Run 1, met3 routing:
(3 px per um) Cells faint in the background.
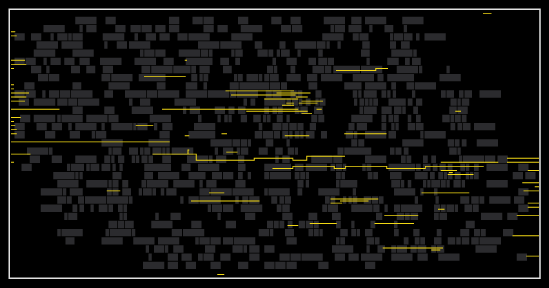
Run 1, cells coloured by class:
(2 px per um)
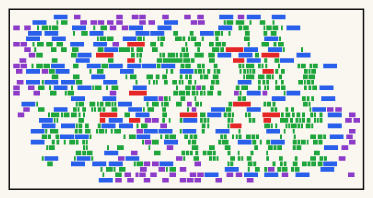
Run 1, clock nets:
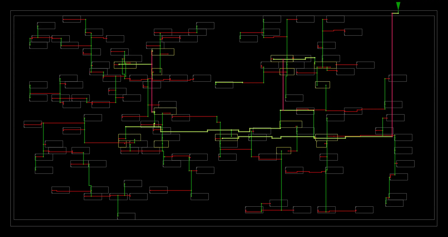
$ cat config.mk
export PLATFORM = sky130hd
export DESIGN_NAME = minimig_host_seq
export DESIGN_NICKNAME = d
export VERILOG_FILES = /design/src/rtl/minimig_host_seq.sv
export SDC_FILE = /design/constraint.sdc
export NUM_CORES = 1
export LEC_CHECK = 0
export CAP_MARGIN = 0
export CORE_ASPECT_RATIO = 0.5
export CORE_UTILIZATION = 35
export CTS_CLUSTER_SIZE = 12
export DETAILED_ROUTE_END_ITERATION = 10
export PLACE_DENSITY_LB_ADDON = 0.1
export SLEW_MARGIN = 20
export SYNTH_ARGS = -nofsm -noshare
export SYNTH_HDL_FRONTEND = slang
export SYNTH_SLANG_ARGS = --single-unit
export TNS_END_PERCENT = 20
$ cat constraint.sdc
create_clock -name clk -period 8.1 [get_ports clk]
set_clock_uncertainty 0.1 [all_clocks]
set_input_delay 2.43 -clock clk [delete_from_list [all_inputs] [get_ports clk]]
set_output_delay 2.43 -clock clk [all_outputs]
set_load 0.05 [all_outputs]
$ cat src/rtl/minimig_host_seq.sv
// Byte-serial host command sequencer: parks the 68000 via cpu_halt and runs word
// cycles on the bridge host port, streaming write data in and read data out.
module minimig_host_seq #(
    parameter int HALT_DELAY  = 4,
    parameter int ACK_TIMEOUT = 1023
) (
    input  logic        clk,
    input  logic        reset,
    input  logic        clk7_en,
    input  logic        rx_valid,
    input  logic [7:0]  rx_byte,
    output logic        rx_ready,
    output logic        tx_valid,
    output logic [7:0]  tx_byte,
    input  logic        tx_ready,
    output logic        cpu_halt,
    output logic        host_cs,
    output logic [22:0] host_adr,
    output logic        host_we,
    output logic [1:0]  host_bs,
    output logic [15:0] host_wdat,
    input  logic [15:0] host_rdat,
    input  logic        host_ack,
    output logic        busy,
    output logic        err
);

    typedef enum logic [3:0] {
        IDLE, ADR2, ADR1, ADR0, CNT, WHI, WLO, HALTW, CYC, GAP, RHI, RLO, DONE
    } state_t;

    localparam logic [7:0]  HALT_LAST = 8'(HALT_DELAY - 1);
    localparam logic [15:0] TMO_LAST  = 16'(ACK_TIMEOUT - 1);

    state_t      state_q, state_d;
    logic [22:0] adr_q, adr_d;
    logic [15:0] wdat_q, wdat_d;
    logic [15:0] rdat_q, rdat_d;
    logic [8:0]  cnt_q, cnt_d;
    logic        op_wr_q, op_wr_d;
    logic        first_q, first_d;
    logic [7:0]  halt_cnt_q, halt_cnt_d;
    logic [15:0] tmo_q, tmo_d;
    logic        gap_q, gap_d;
    logic        err_q, err_d;
    logic        cpu_halt_q, cpu_halt_d;
    logic        host_cs_q, host_cs_d;
    logic        host_we_q, host_we_d;
    logic [1:0]  host_bs_q, host_bs_d;
    logic        rx_ready_q, rx_ready_d;
    logic        tx_valid_q, tx_valid_d;
    logic [7:0]  tx_byte_q, tx_byte_d;
    logic        busy_q, busy_d;
    logic        rx_acc_s, tx_acc_s;

    // Next-state, datapath and registered-output computation
    always_comb begin
        state_d    = state_q;
        adr_d      = adr_q;
        wdat_d     = wdat_q;
        rdat_d     = rdat_q;
        cnt_d      = cnt_q;
        op_wr_d    = op_wr_q;
        first_d    = first_q;
        halt_cnt_d = 8'd0;
        tmo_d      = 16'd0;
        gap_d      = 1'b0;
        err_d      = err_q;
        rx_acc_s   = rx_valid & rx_ready_q;
        tx_acc_s   = tx_valid_q & tx_ready;

        case (state_q)
            IDLE: begin
                if (rx_acc_s) begin
                    case (rx_byte)
                        8'h00: err_d = 1'b0;
                        8'h01: state_d = ADR2;
                        8'h02: begin op_wr_d = 1'b1; state_d = CNT; end
                        8'h03: begin op_wr_d = 1'b0; state_d = CNT; end
                        default: err_d = 1'b1;
                    endcase
                end else begin
                    state_d = IDLE;
                end
            end
            ADR2: begin
                if (rx_acc_s) begin adr_d[22:15] = rx_byte; state_d = ADR1; end
                else          begin state_d = ADR2; end
            end
            ADR1: begin
                if (rx_acc_s) begin adr_d[14:7] = rx_byte; state_d = ADR0; end
                else          begin state_d = ADR1; end
            end
            ADR0: begin
                if (rx_acc_s) begin adr_d[6:0] = rx_byte[7:1]; state_d = IDLE; end
                else          begin state_d = ADR0; end
            end
            CNT: begin
                if (rx_acc_s) begin
                    cnt_d   = (rx_byte == 8'd0) ? 9'd256 : {1'b0, rx_byte};
                    first_d = 1'b1;
                    state_d = op_wr_q ? WHI : HALTW;
                end else begin
                    state_d = CNT;
                end
            end
            WHI: begin
                if (rx_acc_s) begin wdat_d[15:8] = rx_byte; state_d = WLO; end
                else          begin state_d = WHI; end
            end
            WLO: begin
                if (rx_acc_s) begin
                    wdat_d[7:0] = rx_byte;
                    first_d     = 1'b0;
                    state_d     = first_q ? HALTW : CYC;
                end else begin
                    state_d = WLO;
                end
            end
            HALTW: begin
                // Give the bridge HALT_DELAY 7 MHz ticks to park the CPU
                if (clk7_en) begin
                    if (halt_cnt_q == HALT_LAST) state_d = CYC;
                    else                         halt_cnt_d = halt_cnt_q + 8'd1;
                end else begin
                    halt_cnt_d = halt_cnt_q;
                end
            end
            CYC: begin
                if (host_ack) begin
                    rdat_d  = host_rdat;
                    adr_d   = adr_q + 23'd1;
                    cnt_d   = cnt_q - 9'd1;
                    state_d = GAP;
                end else if (tmo_q == TMO_LAST) begin
                    err_d   = 1'b1;
                    state_d = DONE;
                end else begin
                    tmo_d = tmo_q + 16'd1;
                end
            end
            GAP: begin
                // Require one clk7_en after the first gap clock so _as re-syncs
                if (clk7_en && gap_q) begin
                    if (!op_wr_q)            state_d = RHI;
                    else if (cnt_q != 9'd0)  state_d = WHI;
                    else                     state_d = DONE;
                end else begin
                    gap_d = 1'b1;
                end
            end
            RHI: begin
                if (tx_acc_s) state_d = RLO;
                else          state_d = RHI;
            end
            RLO: begin
                if (tx_acc_s) state_d = (cnt_q != 9'd0) ? CYC : DONE;
                else          state_d = RLO;
            end
            DONE:    state_d = IDLE;
            default: state_d = IDLE;
        endcase

        host_cs_d  = (state_d == CYC);
        host_we_d  = (state_d == CYC) & op_wr_d;
        host_bs_d  = (state_d == CYC) ? 2'b11 : 2'b00;
        busy_d     = (state_d != IDLE);
        rx_ready_d = (state_d inside {IDLE, ADR2, ADR1, ADR0, CNT, WHI, WLO});
        tx_valid_d = (state_d inside {RHI, RLO});
        cpu_halt_d = (state_d == HALTW) ? 1'b1 :
                     (state_d inside {IDLE, DONE}) ? 1'b0 : cpu_halt_q;
        case (state_d)
            RHI:     tx_byte_d = rdat_d[15:8];
            RLO:     tx_byte_d = rdat_d[7:0];
            default: tx_byte_d = tx_byte_q;
        endcase
    end

    // State and output registers with synchronous reset
    always_ff @(posedge clk) begin
        if (reset) begin
            state_q    <= IDLE;
            adr_q      <= 23'd0;
            wdat_q     <= 16'd0;
            rdat_q     <= 16'd0;
            cnt_q      <= 9'd0;
            op_wr_q    <= 1'b0;
            first_q    <= 1'b0;
            halt_cnt_q <= 8'd0;
            tmo_q      <= 16'd0;
            gap_q      <= 1'b0;
            err_q      <= 1'b0;
            cpu_halt_q <= 1'b0;
            host_cs_q  <= 1'b0;
            host_we_q  <= 1'b0;
            host_bs_q  <= 2'b00;
            rx_ready_q <= 1'b0;
            tx_valid_q <= 1'b0;
            tx_byte_q  <= 8'd0;
            busy_q     <= 1'b0;
        end else begin
            state_q    <= state_d;
            adr_q      <= adr_d;
            wdat_q     <= wdat_d;
            rdat_q     <= rdat_d;
            cnt_q      <= cnt_d;
            op_wr_q    <= op_wr_d;
            first_q    <= first_d;
            halt_cnt_q <= halt_cnt_d;
            tmo_q      <= tmo_d;
            gap_q      <= gap_d;
            err_q      <= err_d;
            cpu_halt_q <= cpu_halt_d;
            host_cs_q  <= host_cs_d;
            host_we_q  <= host_we_d;
            host_bs_q  <= host_bs_d;
            rx_ready_q <= rx_ready_d;
            tx_valid_q <= tx_valid_d;
            tx_byte_q  <= tx_byte_d;
            busy_q     <= busy_d;
        end
    end

    assign rx_ready  = rx_ready_q;
    assign tx_valid  = tx_valid_q;
    assign tx_byte   = tx_byte_q;
    assign cpu_halt  = cpu_halt_q;
    assign host_cs   = host_cs_q;
    assign host_adr  = adr_q;
    assign host_we   = host_we_q;
    assign host_bs   = host_bs_q;
    assign host_wdat = wdat_q;
    assign busy      = busy_q;
    assign err       = err_q;

endmodule
==> summary.txt, run 1 <==
main flop type: dfxtp_1
Worst EP required: 8260 ps
CTS Sinks: 110
status: finished, final reports clean
Die W: 176 um
Adder Area Share: 1.41%
area grow syn2layout: 24.8%
LEAKAGE: 2.37 nW
synth cell count leaders: dfxtp_1, nor2_1, mux2i_1, nand2_1, a21oi_1
crit path kind: in -> reg
Post-Synth Simple-Gate Area: 24.8%
post-route ant nets: 0
Placed Area: 6310 um2
CTS root buf: clkbuf_16
WL per Instance: 16.0 um
dpl ws: 2840 ps
largest net degree at the start of global routing: 45
Detail Placement HPWL: 9.94 mm
fillers: 1474
Die H: 89.2 um
most numerous logic cells after layout: dfxtp_1, nor2_1, clkdlybuf4s50_1, mux2i_1, nand2_1
final tally of hold violations: 0
layout cell share with drive strength beyond 1: 5.60%
Switching Share: 25.8%
Core ar.: 14700 um2
Yosys chip area: 5320 um2
PostCTS Resize Cnt: 0
setup_tns: 0 ps
Sequential Power Share: 51.1%
Setup crit end: tx_byte[6]
Synth flops: 110
Tot GR Track Use: 18.9%
initial drt markers: 435
Pre-Repair DR Iteration Count: 5
CP max stage cell: clkdlybuf4s50_1
synth warn: 0
yosys stat cell total: 626
Hold Slack: 378 ps
Cell Count, Final, Fillers Out: 894
Notes on 'met3 routing' above:
nets with wire on the layer: 58
main direction: horizontal
share of all routed wire: 5.0%

Notes on 'cells coloured by class' above:
| colour | class | cells | share of their area |
|---|---|---|---|
| red | clock drivers and dummy loads | 16 | 5.0% |
| purple | other buffers and delay cells | 91 | 14% |
| blue | flops | 110 | 34% |
| green | combinational and other logic | 479 | 47% |

Notes on 'clock nets' above:
Power Clock: 0.000470 W
clkbuf count: 9
CTS buffer count: 9

==> run 1: sequential cells by signal, summed over array words and instances (netlist names) <==
| name | cells |
|---|---|
| busy | 1 |
| host_we | 1 |
| cpu_halt | 1 |
| cnt_q | 9 |
| tmo_q | 16 |
| host_bs | 1 |
| tx_valid | 1 |
| first_q | 1 |
| rdat_q | 16 |
| op_wr_q | 1 |
| err | 1 |
| gap_q | 1 |
| host_wdat | 16 |
| state_q | 4 |
| halt_cnt_q | 8 |
| rx_ready | 1 |
| tx_byte | 8 |
| host_adr | 23 |
==> run 1: routing by layer <==
metal | GRT usage (%) | share of wire, % | vias to the layer above
met2 | 27.8 | 41 | 120
met1 | 27.8 | 53 | 2229
li1 | - | - | 2396
met4 | 4.39 | 1.2 | 0
met5 | 0 | 0 | -
met3 | 4.38 | 5.0 | 14
## Run 2: what changed since run 1
==> constraint.sdc (replaced) <==
create_clock -name clk -period 4.3 [get_ports clk]
set_clock_uncertainty 0.1 [all_clocks]
set_input_delay 1.29 -clock clk [delete_from_list [all_inputs] [get_ports clk]]
set_output_delay 1.29 -clock clk [all_outputs]
set_load 0.05 [all_outputs]
==> summary.txt, run 2 <==
status: finished, final reports clean
area grow syn2layout: 26.3%
largest net degree at the start of global routing: 39 (-13%)
Sequential Power Share: 50.9% (-0.2 points)
CP max stage cell: clkdlybuf4s50_1
CTS buffer count: 9 (unchanged)
Largest register FFs: 23 (unchanged)
Die W: 176 um (unchanged)
setup_tns: 0 ps (unchanged)
Synth flops: 110 (unchanged)
Yosys chip area: 5320 um2 (unchanged)
synth cell count leaders: dfxtp_1, nor2_1, mux2i_1, nand2_1, a21oi_1
WL per Instance: 16.1 um (+0.41%)
Adder Area Share: 1.41% (unchanged)
CTS root buf: clkbuf_16
Cell Count, Final, Fillers Out: 904 (+1.1%)
Placed Area: 6390 um2 (+1.2%)
dpl ws: 153 ps (-2680 ps)
Switching Share: 23.8% (-2.0 points)
Worst EP required: 4460 ps (-3800 ps)
Post-Synth Simple-Gate Area: 24.8% (unchanged)
LEAKAGE: 2.42 nW (+2.2%)
most numerous logic cells after layout: dfxtp_1, nor2_1, clkdlybuf4s50_1, mux2i_1, nand2_1
final tally of hold violations: 0 (unchanged)
PostCTS Resize Cnt: 0 (unchanged)
clkbuf count: 9 (unchanged)
synth warn: 0 (unchanged)
run 2: per-layer routing:
layer | part of all wire (%) | vias to the layer above | track usage [%]
met5 | 0 | - | 0
met4 | 1.4 | 0 | 5.49
met3 | 4.1 | 14 | 3.66
met2 | 41 | 118 | 28.5
met1 | 53 | 2306 | 27.6
li1 | - | 2407 | -
run 2: path summary, 6_finish.rpt:
check	start	to	slack [ps]	depth (start not counted)
max	clk7_en	tx_byte[5]	540	7
min	tmo_q[0]	tmo_q[0]	380	1
max reg2reg	halt_cnt_q[4]	tx_byte[5]	1340	6
min reg2reg	tmo_q[0]	tmo_q[0]	380	1
run 2: worst reg2reg max path, cell delays in order (launching register included):
cell	delay, ps
dfxtp_1	350
or4_4	530
o41a_1	430
nor4_1	390
nand4_1	590
mux2i_1	280
a22o_1	200
Run 2, clock nets:
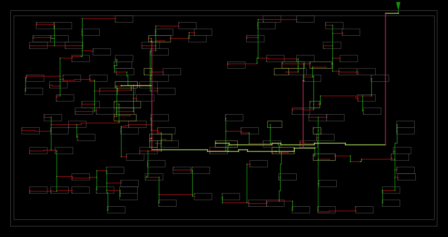
clk ins delay skew pair: 350 ps
Power Clock: 0.000893 W

Run 2, I/O nets highlighted:
(4 px per um)
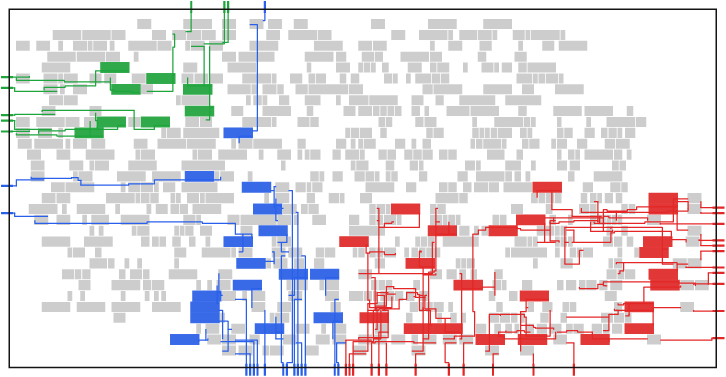
| colour | port | bits | direction | edge | end cells | buffers | wire |
|---|---|---|---|---|---|---|---|
| blue | host_wdat | 16 | output | 13 south, 2 west, 1 north | 16 | 16 | 538 um |
| green | tx_byte | 8 | output | 5 west, 3 north | 8 | 8 | 290 um |
| red | host_adr | 23 | output | 12 south, 11 east | 23 | 23 | 1140 um |
Top-Level Pins: 86
# port buffers: 85

Run 2, cells coloured by class:
(2 px per um)
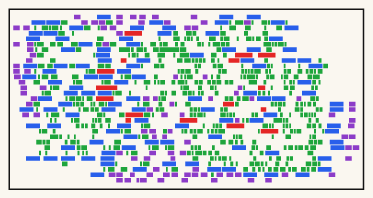
| colour | class | cells | share of their area |
|---|---|---|---|
| purple | other buffers and delay cells | 101 | 15% |
| red | clock drivers and dummy loads | 16 | 5.0% |
| blue | flops | 110 | 34% |
| green | combinational and other logic | 479 | 46% |

No activity file was given, so power comes from the tool's default toggle rates.
